### Routed metal, one color a layer, run 1

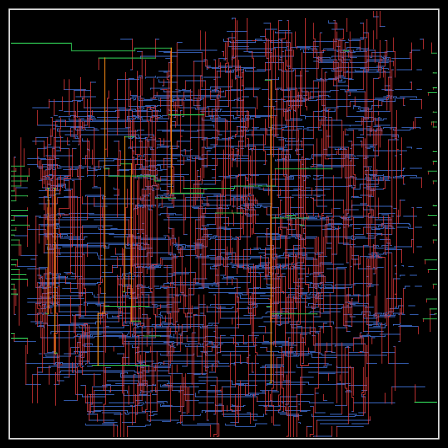
### Placed cells, one color a class, run 1

Scale bar: 20 um.
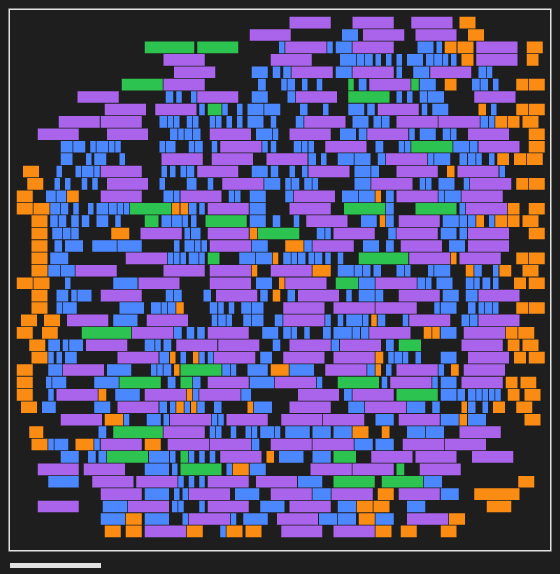
### Clock wires, drivers and flops, run 1

Scale bar: 20 um.
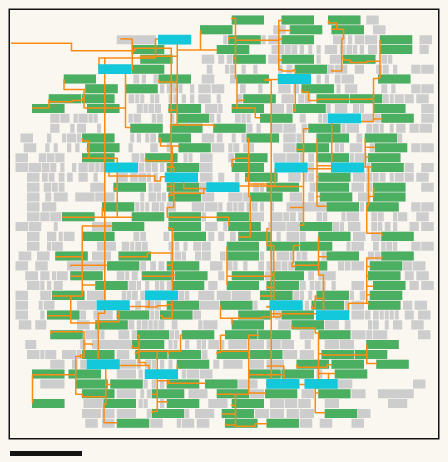
### Routing congestion map, run 1

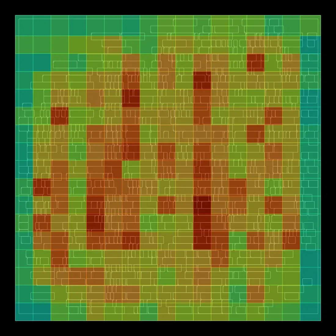
$ cat src/rtl/norm_shift_pipe_if.sv
`default_nettype none
// ============================================================================
// Module      : norm_shift_pipe_if
// Description : Operand/result handshake bundle for the pipelined leading-zero
//               normaliser. The master side produces operands and consumes
//               results; the slave side is the normaliser itself.
// Revision    : 1.0 - initial release
// ============================================================================
interface norm_shift_pipe_if #(
    parameter int W   = 24,
    parameter int SAW = 5,
    parameter int TW  = 4
);
    // Operand side
    logic           in_valid;
    logic           in_ready;
    logic [W-1:0]   in_data;
    logic           in_even;
    logic [TW-1:0]  in_tag;

    // Result side
    logic           out_valid;
    logic           out_ready;
    logic [W-1:0]   out_data;
    logic [SAW-1:0] out_sa;
    logic           out_zero;
    logic [TW-1:0]  out_tag;

    modport master (
        output in_valid, in_data, in_even, in_tag, out_ready,
        input  in_ready, out_valid, out_data, out_sa, out_zero, out_tag
    );

    modport slave (
        input  in_valid, in_data, in_even, in_tag, out_ready,
        output in_ready, out_valid, out_data, out_sa, out_zero, out_tag
    );
endinterface
`default_nettype wire

$ cat src/rtl/norm_shift_pipe.sv
`default_nettype none
// ============================================================================
// Module      : norm_shift_pipe
// Description : Pipelined leading-zero normaliser. Stage k tests a shift of
//               2^(NS-k) bits; FULL mode normalises to MSB=1, EVEN mode skips
//               the final 1-bit stage so the shift total stays even.
//               Bubble-collapsing valid/ready flow control with flush.
// Revision    : 1.0 - initial release
// ============================================================================
module norm_shift_pipe #(
    parameter int W   = 24,
    parameter int SAW = 5,
    parameter int TW  = 4
) (
    input  logic             clk,
    input  logic             clrn,
    input  logic             flush,
    norm_shift_pipe_if.slave bus
);

    localparam int NS = SAW;

    // Stage registers, index 0 is the first stage, NS-1 drives the outputs
    logic [NS-1:0]                valid_q;
    logic [NS-1:0][W-1:0]         data_q;
    logic [NS-1:0][SAW-1:0]       sa_q;
    logic [NS-1:0]                even_q;
    logic [NS-1:0]                zero_q;
    logic [NS-1:0][TW-1:0]        tag_q;

    // What each stage sees at its input (previous stage or the operand port)
    logic [NS-1:0]                stg_valid;
    logic [NS-1:0][W-1:0]         stg_data;
    logic [NS-1:0][SAW-1:0]       stg_sa;
    logic [NS-1:0]                stg_even;
    logic [NS-1:0]                stg_zero;
    logic [NS-1:0][TW-1:0]        stg_tag;

    // Next-state values for the shifted fields
    logic [NS-1:0][W-1:0]         data_d;
    logic [NS-1:0][SAW-1:0]       sa_d;

    // A stage may load when it, or everything downstream of it, can move
    logic [NS-1:0]                ready;

    generate
        for (genvar s = 0; s < NS; s++) begin : g_stage
            localparam int             SH     = 1 << (NS - 1 - s);
            localparam logic [SAW-1:0] SA_BIT = SAW'(SH);

            logic top_zero;
            logic do_shift;

            if (s == 0) begin : g_head
                assign stg_valid[s] = bus.in_valid;
                assign stg_data[s]  = bus.in_data;
                assign stg_sa[s]    = '0;
                assign stg_even[s]  = bus.in_even;
                assign stg_zero[s]  = (bus.in_data == '0);
                assign stg_tag[s]   = bus.in_tag;
            end else begin : g_link
                assign stg_valid[s] = valid_q[s-1];
                assign stg_data[s]  = data_q[s-1];
                assign stg_sa[s]    = sa_q[s-1];
                assign stg_even[s]  = even_q[s-1];
                assign stg_zero[s]  = zero_q[s-1];
                assign stg_tag[s]   = tag_q[s-1];
            end

            // Shift when the top SH bits are clear; the 1-bit stage is
            // suppressed in EVEN mode so the total shift stays even.
            assign top_zero    = ((stg_data[s] >> (W - SH)) == '0);
            assign do_shift    = top_zero & ~(stg_even[s] & (SH == 1));
            assign data_d[s]   = do_shift ? (stg_data[s] << SH) : stg_data[s];
            assign sa_d[s]     = do_shift ? (stg_sa[s] | SA_BIT) : stg_sa[s];

            // Closed form of ready_k = ~valid_k | ready_(k+1): a stage can
            // load unless it and every stage after it is full and stalled.
            assign ready[s]    = bus.out_ready | ~(&valid_q[NS-1:s]);
        end
    endgenerate

    // Pipeline registers: flush empties every stage and wins over transfers
    always_ff @(posedge clk or negedge clrn) begin
        if (!clrn) begin
            valid_q <= '0;
            data_q  <= '0;
            sa_q    <= '0;
            even_q  <= '0;
            zero_q  <= '0;
            tag_q   <= '0;
        end else begin
            for (int s = 0; s < NS; s++) begin
                if (flush) begin
                    valid_q[s] <= 1'b0;
                end else if (ready[s]) begin
                    valid_q[s] <= stg_valid[s];
                    if (stg_valid[s]) begin
                        data_q[s] <= data_d[s];
                        sa_q[s]   <= sa_d[s];
                        even_q[s] <= stg_even[s];
                        zero_q[s] <= stg_zero[s];
                        tag_q[s]  <= stg_tag[s];
                    end
                end
            end
        end
    end

    assign bus.in_ready  = ready[0];
    assign bus.out_valid = valid_q[NS-1];
    assign bus.out_data  = data_q[NS-1];
    assign bus.out_sa    = sa_q[NS-1];
    assign bus.out_zero  = zero_q[NS-1];
    assign bus.out_tag   = tag_q[NS-1];

endmodule
`default_nettype wire

$ cat src/flat_wrapper.sv
// flat-port wrapper written by rule: the top's interface ports become plain ports
module norm_shift_pipe_flat 
#(
    parameter int W   = 24,
    parameter int SAW = 5,
    parameter int TW  = 4
)
  (clk, clrn, flush, bus_in_valid, bus_in_data, bus_in_even, bus_in_tag, bus_out_ready, bus_in_ready, bus_out_valid, bus_out_data, bus_out_sa, bus_out_zero, bus_out_tag);
  norm_shift_pipe_if #(.W(W), .SAW(SAW), .TW(TW)) bus_i ();
  input  logic clk;
  input  logic clrn;
  input  logic flush;
  input wire logic [$bits(bus_i.in_valid)-1:0] bus_in_valid;
  input wire logic [$bits(bus_i.in_data)-1:0] bus_in_data;
  input wire logic [$bits(bus_i.in_even)-1:0] bus_in_even;
  input wire logic [$bits(bus_i.in_tag)-1:0] bus_in_tag;
  input wire logic [$bits(bus_i.out_ready)-1:0] bus_out_ready;
  output wire logic [$bits(bus_i.in_ready)-1:0] bus_in_ready;
  output wire logic [$bits(bus_i.out_valid)-1:0] bus_out_valid;
  output wire logic [$bits(bus_i.out_data)-1:0] bus_out_data;
  output wire logic [$bits(bus_i.out_sa)-1:0] bus_out_sa;
  output wire logic [$bits(bus_i.out_zero)-1:0] bus_out_zero;
  output wire logic [$bits(bus_i.out_tag)-1:0] bus_out_tag;
  assign bus_i.in_valid = bus_in_valid;
  assign bus_i.in_data = bus_in_data;
  assign bus_i.in_even = bus_in_even;
  assign bus_i.in_tag = bus_in_tag;
  assign bus_i.out_ready = bus_out_ready;
  assign bus_in_ready = bus_i.in_ready;
  assign bus_out_valid = bus_i.out_valid;
  assign bus_out_data = bus_i.out_data;
  assign bus_out_sa = bus_i.out_sa;
  assign bus_out_zero = bus_i.out_zero;
  assign bus_out_tag = bus_i.out_tag;
  norm_shift_pipe #(.W(W), .SAW(SAW), .TW(TW)) u_core (.clk(clk), .clrn(clrn), .flush(flush), .bus(bus_i));
endmodule
$ cat config.mk
export PLATFORM = sky130hd
export DESIGN_NAME = norm_shift_pipe_flat
export DESIGN_NICKNAME = d
export VERILOG_FILES = /design/src/rtl/norm_shift_pipe_if.sv /design/src/rtl/norm_shift_pipe.sv /design/src/flat_wrapper.sv
export SDC_FILE = /design/constraint.sdc
export NUM_CORES = 1
export LEC_CHECK = 0
export CAP_MARGIN = 20
export CORE_MARGIN = 1
export CORE_UTILIZATION = 55
export DETAILED_ROUTE_END_ITERATION = 12
export GPL_TIMING_DRIVEN = 0
export PLACE_DENSITY = 0.77
export SLEW_MARGIN = 10
export SYNTH_ARGS = -nofsm -noshare
export SYNTH_HDL_FRONTEND = slang
export SYNTH_SLANG_ARGS = --single-unit
$ cat constraint.sdc
create_clock -name clk -period 2.1 [get_ports clk]
set_input_delay 0.21 -clock clk [delete_from_list [all_inputs] [get_ports clk]]
set_output_delay 0.21 -clock clk [all_outputs]
set_load 0.02 [all_outputs]
==> changes_impl.md, run 1 <==
### Physical design

* Outcome: finished, final reports clean
* Clk sink count at 169
* Mean Syn Cell Area at 10.8 um^2
* Post-synthesis async set-or-reset flop share at 1.00
* Quantity of hold-fixing buffers added after cts at 1
* Global placer's final weighted congestion at ~0.83
* Startpoint Class: register
* Actual slew at the worst max-slew pin at 0.686 ns
* Area share of xor/xnor cells in the synthesized design at 0
* Post-CTS setup-driven buffer insertion count at 0
* Dominant kind of combinational cell: multiplexers
* Number of violations of the max-capacitance limit at 0
* Part of the Yosys area used for sequential elements at 0.568
* Floorplan Nets at roughly 720
* Worst path max stage delay at 0.40 ns
* Clock tree from TritonCTS: built
* Horizontal die dimension at 118 um
* Worst-path clk slew at 0.06 ns
* Startpoint of the worst setup timing path: u_core.valid_q[3]
* Share of the cycle needed by the critical path after routing at 0.923
* Worst R2R Path Depth at 6
* Count of antenna-violating nets left after detailed routing at 0
* RSZ-0062 raised after global routing: false
* Placeable core region at 13200 um^2
* Filler Cells Inserted at 1014
* Number of buffer cells added on primary ports at 69
* Share of synthesized area spent on multiplexers at 0.152
* DRC at 0
* Fraction of layout cells with a size suffix above 1 at 0.163
* Worst-case register-to-register setup slack at 0.18 ns
* Tool Warnings at 28
* CP Cell Sequence: and4b_1 -> buf_2 -> nand3_1 -> dlygate4sd2_1
* Standard cell with the maximum stage delay on the critical path: dfrtp_1
* Number of buffers inserted during clock tree synthesis at 17
* Number of distinct library cells after synthesis at 34
* Count of inserted antenna diode cells at 0
* Yosys reg bits at around 170
* Yosys warns at 0
* Max Slew Vio Count at 0
* Number of detailed-route iterations in the first pass at 6
* Post-Place Cell Area at 8390 um^2
* Pre-Place Util at 0.562
* Count of flip-flops with a built-in enable after synthesis at 0
* Area of the chip at roughly 14000 um^2
* Maximum number of pins on one net before global-route repair at 121
* Cell depth of the worst setup path at 4
* Synth top cells by count: dfrtp_1 (169), nand2_1 (123), mux2i_1 (58)
* Synth Area in Compound Gates at 0.0988
* Biggest area contributors in the synthesized netlist: dfrtp_1 (57%), mux2i_1 (7.8%), nand2_1 (6.2%)
* Total setup violations reported at the end of the flow at 0
* Total half-perimeter wirelength after legalization and detailed placement at about 11 mm
* Number of vias per cell after detailed routing at 5.30
* Critical Setup Path Class: reg2out
* Area of all sequential standard cells at 4230 um^2
* I/O pins at 70
* Count of instances resized after the clock tree is built at 1
* Sum of negative setup slack at 0 ns
* Final Hold Violation Tally at 0
* Path class of the lowest-slack min-delay path: in2async
* H-tree depth at 4
* Fraction of the mapped netlist area in simple logic gates at 0.120
* Synthesized chip area reported by yosys at 7450 um^2
* Area growth from synthesis to final layout at 21.5%
* Max Root-Sink Buffers at 2
* Last element of the critical path: bus_in_ready
* Gate count of the mapped netlist at 687
* Max rail drop VDD at between 0.6 and 0.7 mV
* Leading area contributor after synthesis: dfrtp_1
* Number of nets in the finished design at 811
* Crit path max fanout at 7
* Antenna violations before repair at 0
* Max-slew headroom at 0.542
* Clock period minus worst slack at 1.94 ns
* Synth top area share at 0.568
* Cell Area, Synth at 7450 um^2
* Violation tally from detailed-route iteration zero at 300
* Comb gate area at 2770 um^2
* Post-Layout Inst Area at between 9000 and 10000 um^2
* Height of the die at 118 um
* Required time at the worst-slack endpoint at about 1.9 ns
* Most frequent cell after synthesis: dfrtp_1
* Peak Freq at 0.516 GHz
* Capturing element type of the critical path: output port
* Static leakage at 0.00421 uW
* Critical Path AT at 1.73 ns
* FA/HA/MAJ Cells, Area Fraction at 0
* Dominant Register Cell: dfrtp_1
* Wire length of the first global-routing pass at approximately 26 mm
* Clk Tree Root Cell: clkbuf_16
* Crit path max-delay family: buffers and inverters
* Count of instantiated cells in the yosys netlist at 687
* RR Endpoint: u_core.data_q[70]
* Total grt overflow at 0
* Number of buffer and inverter stages on the critical path at 2
* Reg-to-reg startpoint: u_core.valid_q[3]
* Count of standard-cell rows at 42
* Pwr/cell area at 1100 nW/um^2
* Vias in the first global route at 5331
## Picture notes: 'Routed metal, one color a layer'
Key: blue = M1 [wire length 6650 um]; green = M3 [wire length 329 um]; red = M2 [wire length 7910 um]; orange = M4 [wire length 377 um]
wire length per cell after detailed routing: 15.8 um
Total Routing Usage GR: 0.237
via count of the routed design: 5123
wire length after detailed routing: 15.3 mm

## Picture notes: 'Placed cells, one color a class'
Key: purple = registers [cells 169, share of their area 48%]; green = clock drivers and dummy loads [cells 32, share of their area 7.2%]; orange = remaining buffers and delay cells [cells 135, share of their area 13%]; blue = remaining logic cells [cells 454, share of their area 32%]

## Picture notes: 'Clock wires, drivers and flops'
Key: cyan = clock-net drivers [count 17]; green = flip-flops [count 169]; orange = clock wires [length 1740 um]
Position of the flops: spread over the die.
Layout Skew: 0.00634 ns
reported clock group power: 3310 uW
clk_lat worst skew: 0.42 ns

## Picture notes: 'Routing congestion map'
met3 Use GR: 0.0396
met2 Resource Use GR: 0.418
GRT met1 Usage: 0.287
routing layer with the top usage in global route: met2
Finished Core Util: 0.683

## run 1: through the flow
step	setup WS [ns]	hold WS, ns	total power (uW)	std cells
floorplan	0.248	-0.0856	5840	687
global placement	-5.53	0.462	6560	932
detailed placement	-0.388	0.140	6660	933
CTS	0.0320	0.294	9990	966
global route	0.0344	0.318	10400	966
finish	0.161	0.292	9930	966
## run 1: sequential cells by signal, indices dropped and copies added (netlist names)
name and count:
u_core.bus.out_data 24, u_core.bus.out_sa 5, u_core.bus.out_tag 4, u_core.data_q 96
u_core.even_q 4, u_core.sa_q 10, u_core.stg_tag 16, u_core.valid_q 5
u_core.zero_q 5
## run 1: per-layer routing
layer,share of wire,vias to the layer above
li1,-,2521
met1,0.44,2491
met2,0.52,92
met3,0.022,19
met4,0.025,0
met5,0,-
## run 1: area by class of cell
type                       count  area share
tap                          176      0.0243
clock inverter                11      0.0185
buffer                        64      0.0444
sequential                   169       0.467
inverter                      15     0.00622
multi-input combinational    439       0.306
timing repair buffer          71      0.0809
clock buffer                  21      0.0520
## run 1: layout by cell type, fill, tap and decap left out, drive strengths merged, types with 2 or more instances in the layout
cell / instances
nand3: 17
clkinv: 4
a2bb2oi: 8
clkbuf: 37
dfrtp: 169
clkdlybuf4s50: 67
nor4: 5
buf: 50
mux2i: 58
a31oi: 8
a21oi: 41
and2: 2
o21ai: 60
nor3b: 2
a211o: 2
nor2: 49
a211oi: 3
mux2: 42
o31ai: 8
or4: 5
bufinv: 4
nand2: 123
inv: 16
clkinvlp: 2
## run 1: report_power, final
part | total (uW) | switching [uW] | internal, uW
Clock | 3310 | 1220 | 2080
Sequential | 4470 | 532 | 3940
Combinational | 2160 | 1020 | 1130
Total | 9930 | 2780 | 7160
==> run 1 -> run 2 <==
==> constraint.sdc (replaced) <==
create_clock -name clk -period 2.2 [get_ports clk]
set_input_delay 0.22 -clock clk [delete_from_list [all_inputs] [get_ports clk]]
set_output_delay 0.22 -clock clk [all_outputs]
set_load 0.02 [all_outputs]
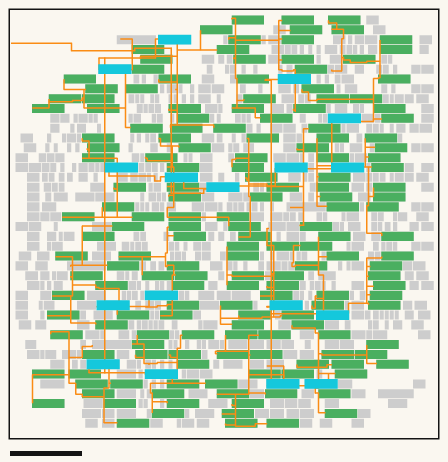
*Clock wires, drivers and flops, run 2*
Scale bar: 20 um.
Key: green = flip-flops [count 169]; orange = clock wires [length 1740 um]; cyan = clock-net drivers [count 17]
Position of the flops: spread over the die.

==> changes_impl.md, run 2 <==
### Physical design

* RSZ-0062 raised after global routing: false
* Number of nets in the finished design at 811 (unchanged)
* Post-CTS setup-driven buffer insertion count at 0 (unchanged)
* Total grt overflow at 0 (unchanged)
* Final Worst Setup Slack at 0.243 ns (+0.0821 ns)
* Area growth from synthesis to final layout at 21.4% (about the same)
* Sum of negative setup slack at 0 ns (unchanged)
* Violation tally from detailed-route iteration zero at 299 (-0.33%)
* Horizontal die dimension at 118 um (unchanged)
* Clk_lat worst skew at 0.42 ns (about the same)
* Post-Layout Inst Area at 9040 um^2 (about the same)
* Required time at the worst-slack endpoint at 2.53 ns (+0.64 ns)
* Capturing element type of the critical path: register
* Cell Area, Synth at 7450 um^2 (unchanged)
* Worst-path clk slew at 0.06 ns (about the same)
* Top cell excl fill/tap: dfrtp_1
* Static leakage at 0.00420 uW (-0.14%)
* Routing layer with the top usage in global route: met2
* Met2 Resource Use GR at 0.418 (unchanged)
* Number of violations of the max-capacitance limit at 0 (unchanged)
* Count of inserted antenna diode cells at 0 (unchanged)
* Number of buffer cells added on primary ports at 69 (unchanged)
* Pwr/cell area at 1050 nW/um^2 (-4.5%)
* Biggest area contributors in the synthesized netlist: dfrtp_1 (57%), mux2i_1 (7.8%), nand2_1 (6.2%)
* Critical Path AT at 2.28 ns (+0.55 ns)
* CP Cell Sequence: nor2b_1 -> a211o_1 -> buf_2 -> clkbuf_1 -> nand2_1 -> o21ai_0
* DRC at 0 (unchanged)
* Max rail drop VDD at 0.600 mV (-4.2%)
* Clock tree from TritonCTS: built
* Sequential cell fraction of total power at 0.450 (about the same)
* Final non-filler cell total at 966 (unchanged)
* Part of the Yosys area used for sequential elements at 0.568 (unchanged)
* Clk sink count at 169 (unchanged)
* Count of flip-flops with a built-in enable after synthesis at 0 (unchanged)
* Total setup violations reported at the end of the flow at 0 (unchanged)
* Startpoint Class: register
* Area of the chip at 14000 um^2 (unchanged)
* Post-Place Cell Area at 8390 um^2 (unchanged)
* Floorplan Nets at 721 (unchanged)
* Total net switching power at 2650 uW (-4.6%)
* Synth top cells by count: dfrtp_1 (169), nand2_1 (123), mux2i_1 (58)
* Placed Cells incl. Taps at 933 (unchanged)
* Worst path max stage delay at 0.39 ns (about the same)
* Number of detailed-route iterations in the first pass at 4 (-2)
* Wire length after detailed routing at 15.2 mm (-0.31%)
* I/O pins at 70 (unchanged)
* Register with the most flip-flops: u_core.data_q
* Synth top area share at 0.568 (unchanged)
* Mean Syn Cell Area at 10.8 um^2 (unchanged)
* Pre-Place Util at 0.562 (unchanged)
* Antenna violations before repair at 0 (unchanged)
* Actual slew at the worst max-slew pin at 0.691 ns (+0.00428 ns)
* Count of antenna-violating nets left after detailed routing at 0 (unchanged)
* Outcome: finished, final reports clean
* Top Layer Used: met4
* Count of instantiated cells in the yosys netlist at 687 (unchanged)
* Pwr Total at 9480 uW (-4.6%)
* Share of the cycle needed by the critical path after routing at 0.890
* Count of standard-cell rows at 42 (unchanged)
* Number of vias per cell after detailed routing at 5.32 (+0.31%)
* Height of the die at 118 um (unchanged)
* Clock share of power at 0.333 (about the same)
* Clk Tree Root Cell: clkbuf_16
* Yosys reg bits at 169 (unchanged)
* Number of buffers inserted during clock tree synthesis at 17 (unchanged)
* Layout Skew at 0.00610 ns (-0.000242 ns)
* Crit path max fanout at 10 (+3)
* Via count of the routed design at 5139 (+0.31%)
* GRT met1 Usage at 0.287 (unchanged)
* DR WL met3 at 419 um (+27%)
* Met3 Use GR at 0.0396 (unchanged)
* Vias in the first global route at 5331 (unchanged)
* Tool Warnings at 28 (unchanged)
* Post-synthesis async set-or-reset flop share at 1.00 (unchanged)
* Yosys warns at 0 (unchanged)
* Routed length on met2 at 7.96 mm (+0.62%)
run 2: final cells by class:
cell class	instances	area [um^2]
Sequential cell	169	4230
Fill cell	1016	4200
Multi-Input combinational cell	439	2770
Timing Repair Buffer	71	732
Clock buffer	21	470
Buffer	64	399
Tap cell	176	220
Clock inverter	11	168
Inverter	15	56.3
run 2: worst max-delay path: cells and delay by family, from the launching register on:
kind,cells,cell delay (ns)
AOI/OAI and AO/OA,2,0.41
buffers and inverters,2,0.67
DFF,1,0.36
and+or+nand+nor,2,0.42
run 2: power groups by stage:
stage	clock (uW)	combinational [uW]	sequential (uW)
global route	3330	2280	4350
CTS	3200	2080	4260
global placement	0	1980	4280
floorplan	0	1420	4160
finish	3150	2060	4270
detailed placement	0	2050	4310
run 2: timing repair:
item,4_1_cts,5_1_grt
gates resized,1,1
hold buffers,1,0
endpoints found under the hold margin,49,0
setup endpoints to repair,1,8
run 2: path summary, 6_finish.rpt:
check | from | endpoint | slack, ns | depth (start not counted)
worst min register to register | u_core.stg_tag[11] | u_core.stg_tag[11] | 0.49 | 2
min in group clk | bus_in_tag[3] | u_core.stg_tag[7] | 0.41 | 2
max in group asynchronous | clrn | u_core.data_q[85] | 1.04 | 3
worst min-delay path | clrn | u_core.bus.out_tag[2] | 0.30 | 2
worst max register to register | u_core.valid_q[4] | u_core.data_q[80] | 0.24 | 6
worst max-delay path | u_core.valid_q[4] | u_core.data_q[80] | 0.24 | 6
run 2: cells by family (layout without fill, tap and decap cells):
family	count (synthesis)	in the layout	share of synthesized area
simple gates	208	208	0.120
flops	169	169	0.568
compound gates	131	131	0.0988
buf+inv	79	182	0.0612
mux	100	100	0.152
No activity file was given, so power comes from the tool's default toggle rates.
